--- src/rtl/svn_seg_pkg.sv ---
// svn_seg_pkg: shared constants for the seven-segment scan driver (blank pattern, glyph table, digit limits).
package svn_seg_pkg;
   localparam logic [6:0] SEG_BLANK = 7'h7F;
   localparam int MIN_DIGITS = 1;
   localparam int MAX_DIGITS = 8;
   localparam logic [6:0] GLYPH [16] = '{
      7'b0000001, 7'b1001111, 7'b0010010, 7'b0000110,
      7'b1001100, 7'b0100100, 7'b0100000, 7'b0001111,
      7'b0000000, 7'b0000100, 7'b0001000, 7'b1100000,
      7'b0110001, 7'b1000010, 7'b0110000, 7'b0111000
   };
endpackage

--- src/rtl/svn_seg_glyph_rom.sv ---
// svn_seg_glyph_rom: combinational hex nibble to active-low cathode pattern lookup.
module svn_seg_glyph_rom
   import svn_seg_pkg::*;
(
   input  logic [3:0] nib,
   output logic [6:0] seg
);
   assign seg = GLYPH[nib];
endmodule

--- src/rtl/svn_seg_scan_driver.sv ---
// svn_seg_scan_driver: time-multiplexed common-anode seven-segment driver with blank gap and leading-zero suppression.
// Define SVN_SEG_PWM_EN to add a 4-bit brightness input that PWM-gates the anodes.
module svn_seg_scan_driver
   import svn_seg_pkg::*;
#(
   parameter int NUM_DIGITS  = 4,
   parameter int REFRESH_DIV = 100000,
   parameter int BLANK_CYC   = 1000
) (
   input  logic                    clk,
   input  logic                    rst_n,
   input  logic [4*NUM_DIGITS-1:0] value,
   input  logic [NUM_DIGITS-1:0]   dp_in,
   input  logic                    load,
   input  logic                    lz_blank,
`ifdef SVN_SEG_PWM_EN
   input  logic [3:0]              brightness,
`endif
   output logic [NUM_DIGITS-1:0]   an,
   output logic [6:0]              ca,
   output logic                    dp,
   output logic                    frame_done
);
   localparam int CW = $clog2(REFRESH_DIV);
   localparam int IW = NUM_DIGITS > 1 ? $clog2(NUM_DIGITS) : 1;

   if (NUM_DIGITS < MIN_DIGITS || NUM_DIGITS > MAX_DIGITS || REFRESH_DIV < 2 || BLANK_CYC >= REFRESH_DIV) begin : g_bad_cfg
      $error("svn_seg_scan_driver: illegal parameter combination");
   end

   logic [CW-1:0]           cnt;
   logic [IW-1:0]           idx;
   logic [4*NUM_DIGITS-1:0] shadow_val;
   logic [NUM_DIGITS-1:0]   shadow_dp;
   logic                    terminal, last, tail_zero, suppress, sel_dp, lit, pwm_on;
   logic [3:0]              sel_nib;
   logic [6:0]              seg;

   assign terminal = cnt == CW'(REFRESH_DIV - 1);
   assign last     = idx == IW'(NUM_DIGITS - 1);
   assign lit      = cnt >= CW'(BLANK_CYC) && !suppress;

`ifdef SVN_SEG_PWM_EN
   logic [3:0] pwm_cnt;
   assign pwm_on = brightness == 4'hF || pwm_cnt < brightness;
   always_ff @(posedge clk or negedge rst_n)
      if (!rst_n) pwm_cnt <= '0;
      else pwm_cnt <= pwm_cnt + 1'b1;
`else
   assign pwm_on = 1'b1;
`endif

   // Walk from the top digit down so tail_zero holds "all digits >= j are empty" when j reaches idx.
   always_comb begin
      tail_zero = 1'b1;
      suppress  = 1'b0;
      sel_nib   = '0;
      sel_dp    = 1'b0;
      for (int j = NUM_DIGITS - 1; j >= 0; j--) begin
         tail_zero = tail_zero && shadow_val[4*j +: 4] == 4'd0 && !shadow_dp[j];
         if (IW'(j) == idx) begin
            suppress = lz_blank && j > 0 && tail_zero;
            sel_nib  = shadow_val[4*j +: 4];
            sel_dp   = shadow_dp[j];
         end
      end
   end

   svn_seg_glyph_rom u_rom (.nib(sel_nib), .seg(seg));

   always_ff @(posedge clk or negedge rst_n)
      if (!rst_n) begin
         cnt        <= '0;
         idx        <= '0;
         shadow_val <= '0;
         shadow_dp  <= '0;
         an         <= '1;
         ca         <= SEG_BLANK;
         dp         <= 1'b1;
         frame_done <= 1'b0;
      end else begin
         cnt        <= terminal ? '0 : cnt + 1'b1;
         if (terminal) idx <= last ? '0 : idx + 1'b1;
         frame_done <= terminal && last;
         if (load) begin
            shadow_val <= value;
            shadow_dp  <= dp_in;
         end
         an <= lit && pwm_on ? ~(NUM_DIGITS'(1) << idx) : '1;
         ca <= lit ? seg : SEG_BLANK;
         dp <= lit ? ~sel_dp : 1'b1;
      end
endmodule

--- config.mk ---
export PLATFORM = sky130hd
export DESIGN_NAME = svn_seg_scan_driver
export DESIGN_NICKNAME = d
export VERILOG_FILES = /design/src/rtl/svn_seg_pkg.sv /design/src/rtl/svn_seg_glyph_rom.sv /design/src/rtl/svn_seg_scan_driver.sv
export SDC_FILE = /design/constraint.sdc
export NUM_CORES = 1
export LEC_CHECK = 0
export CELL_PAD_IN_SITES_DETAIL_PLACEMENT = 1
export CELL_PAD_IN_SITES_GLOBAL_PLACEMENT = 2
export CORE_MARGIN = 5
export CORE_UTILIZATION = 32
export DETAILED_ROUTE_END_ITERATION = 8
export PLACE_DENSITY_LB_ADDON = 0.1
export SLEW_MARGIN = 20
export SYNTH_ARGS = -nofsm -noshare
export SYNTH_HDL_FRONTEND = slang
export SYNTH_HIERARCHICAL = 1
export SYNTH_SLANG_ARGS = --single-unit
--- constraint.sdc ---
create_clock -name clk -period 2.3 [get_ports clk]
set_input_delay 0.345 -clock clk [delete_from_list [all_inputs] [get_ports clk]]
set_output_delay 0.345 -clock clk [all_outputs]
set_load 0.02 [all_outputs]
**Clock distribution**

(6 px per um)
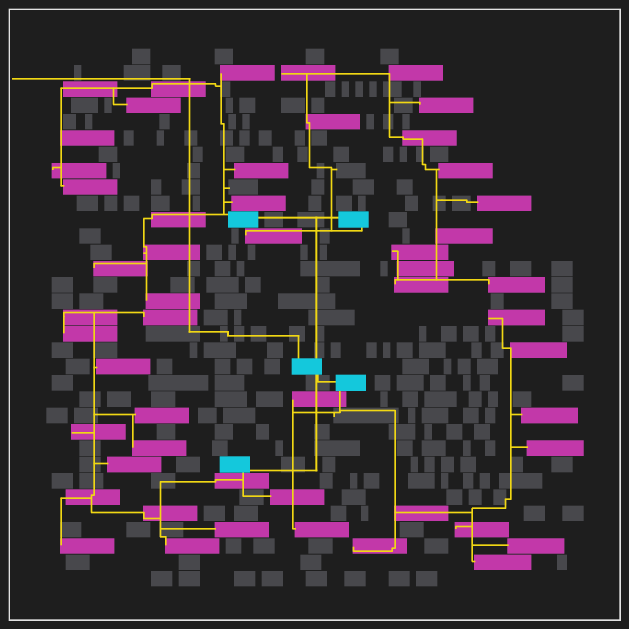
legend:
  cyan:
    item: cells driving clock nets
    count: 5
  magenta:
    item: flip-flops
    count: 52
  yellow:
    item: clock wires
    length: 750 um
routed clock nets: 6
Worst Skew: 0.00720 ns
clock group share of total power: 0.366

**Local utilization**

(3 px per um) 10 x 10 tiles, from black (low) to pale yellow (high), 0 to 100% covered.
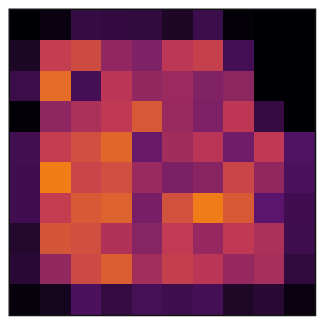
mean over tiles: 33%
nearly empty tiles: 11%
emptiest ninth of the die: top right
fin util: 0.427
FP Core Util: 0.328

==> flow_summary.yaml <==
# generated from flow reports
pwr:
  power_leader: "sequential cells"
  p_comb_w: 0.000223
  swShare: 0.231
  powerClk_w: 0.000696
  seq_power_share: 0.517
  leakage_nw: 1.38
  p_total_w: 0.00190
finish:
  nClkBuffers: 7
  top_regs: "cnt x17, shadow_val x16, ca x7"
  comb-cell-share: 0.386
  largest_reg_flops: 17
  final-comb-area_mm2: 0.00135
  buffer_area_frac: 0.155
  n_fill_cell: 887
  seq_area_frac: 0.377
  numSequentialCells: 52
  lay_top_cells: "dfrtp_1 (40), clkdlybuf4s50_1 (35), nand2_1 (24)"
  fin_nets: 330
  inverters: 8
  areaGrowthSynthToFinish_pct: 30.2
  dominant-cell-class: "logic gates"
clock_tree:
  cts_tree: "built"
  numCtsBuffers: 5
  cts_sinks: 52
  htree_levels: 2
  clockBufferDepth: 2
  clk_pin_slew_worst_paths_ns: 0.10
setup_path:
  crit_slowest_cell: "dfrtp_1"
  crit_type: "reg -> reg"
  critPathLaunch: "idx[0]$_DFFE_PN0N_"
  crit_cells: 11
  r2r_cells: 11
  cp_cell_sequence: "buf_4, ha_2, nor2b_4, a221oi_2, o31ai_2, buf_4, ha_2, or2b_1, o211ai_1, o21ai_1, nand2b_2"
  crit_path_start_kind: "register"
  endpoint_kind: "register"
  critPathBufInv: 2
  cp_top_family: "AND-OR/OR-AND gates"
  endpoint: "ca[6]$_DFF_PN1_"
route:
  drtPass1Iterations: 6
  num_vias: 1917
  avgViaCountPerCell: 4.80
  dr_wl_met3_um: 240
  drt_iter0_drc: 36
  wl_met2_mm: 2.81
synthesis:
  ys_sh_adder: 0.0606
  syn_nets: 274
  yosys_warnings: 6
  avgSynthCellArea_um2: 11.3
  top_cells_by_area: "dfrtp_1 (37%), dfstp_2 (12%), mux2_2 (9.7%)"
  yosys.cell_count.top_type: "dfrtp_1"
  synthTopLogicFamily: "simple AND/OR/NAND/NOR gates"
  common_cells: "dfrtp_1 (40), nand2_1 (24), mux2_2 (23)"
  yosys_area_mm2: 0.00268
  synth_top_area_share: 0.373
  ys_dominant_reg_cell: "dfrtp_1"
  synthXorXnorAreaFrac: 0.0457
  syn-cell-area_mm2: 0.00268
timing:
  slew_headroom: 0.590
  max_freq_mhz: 458
  fin_crit_ns: 2.18
  final_hold_viol_count: 0
  drv_slew: 0
  rsz0062_at_grt: "true"
  finalSetupTns_ns: 0
floorplanning:
  coreArea_mm2: 0.00818
  die_y_um: 102
  ios: 37
run_status:
  status: "finished clean"
place:
  preCtsSetupSlack_ns: 0.0226
  place_inst: 387
  dpl.hpwl_mm: 4.80
job:
  maxCapViolations: 0
global_route:
  grt_use_met2: 0.199
  grt_pass1_wl_mm: 10.4
  grt_pass1_vias: 2025
  grt_max_degree: 28
  top_usage_layer: "met2"
  track_usage: 0.129
  grtUsageMet1: 0.182
Power figures rest on the tool's default switching activity, not on a simulated workload.
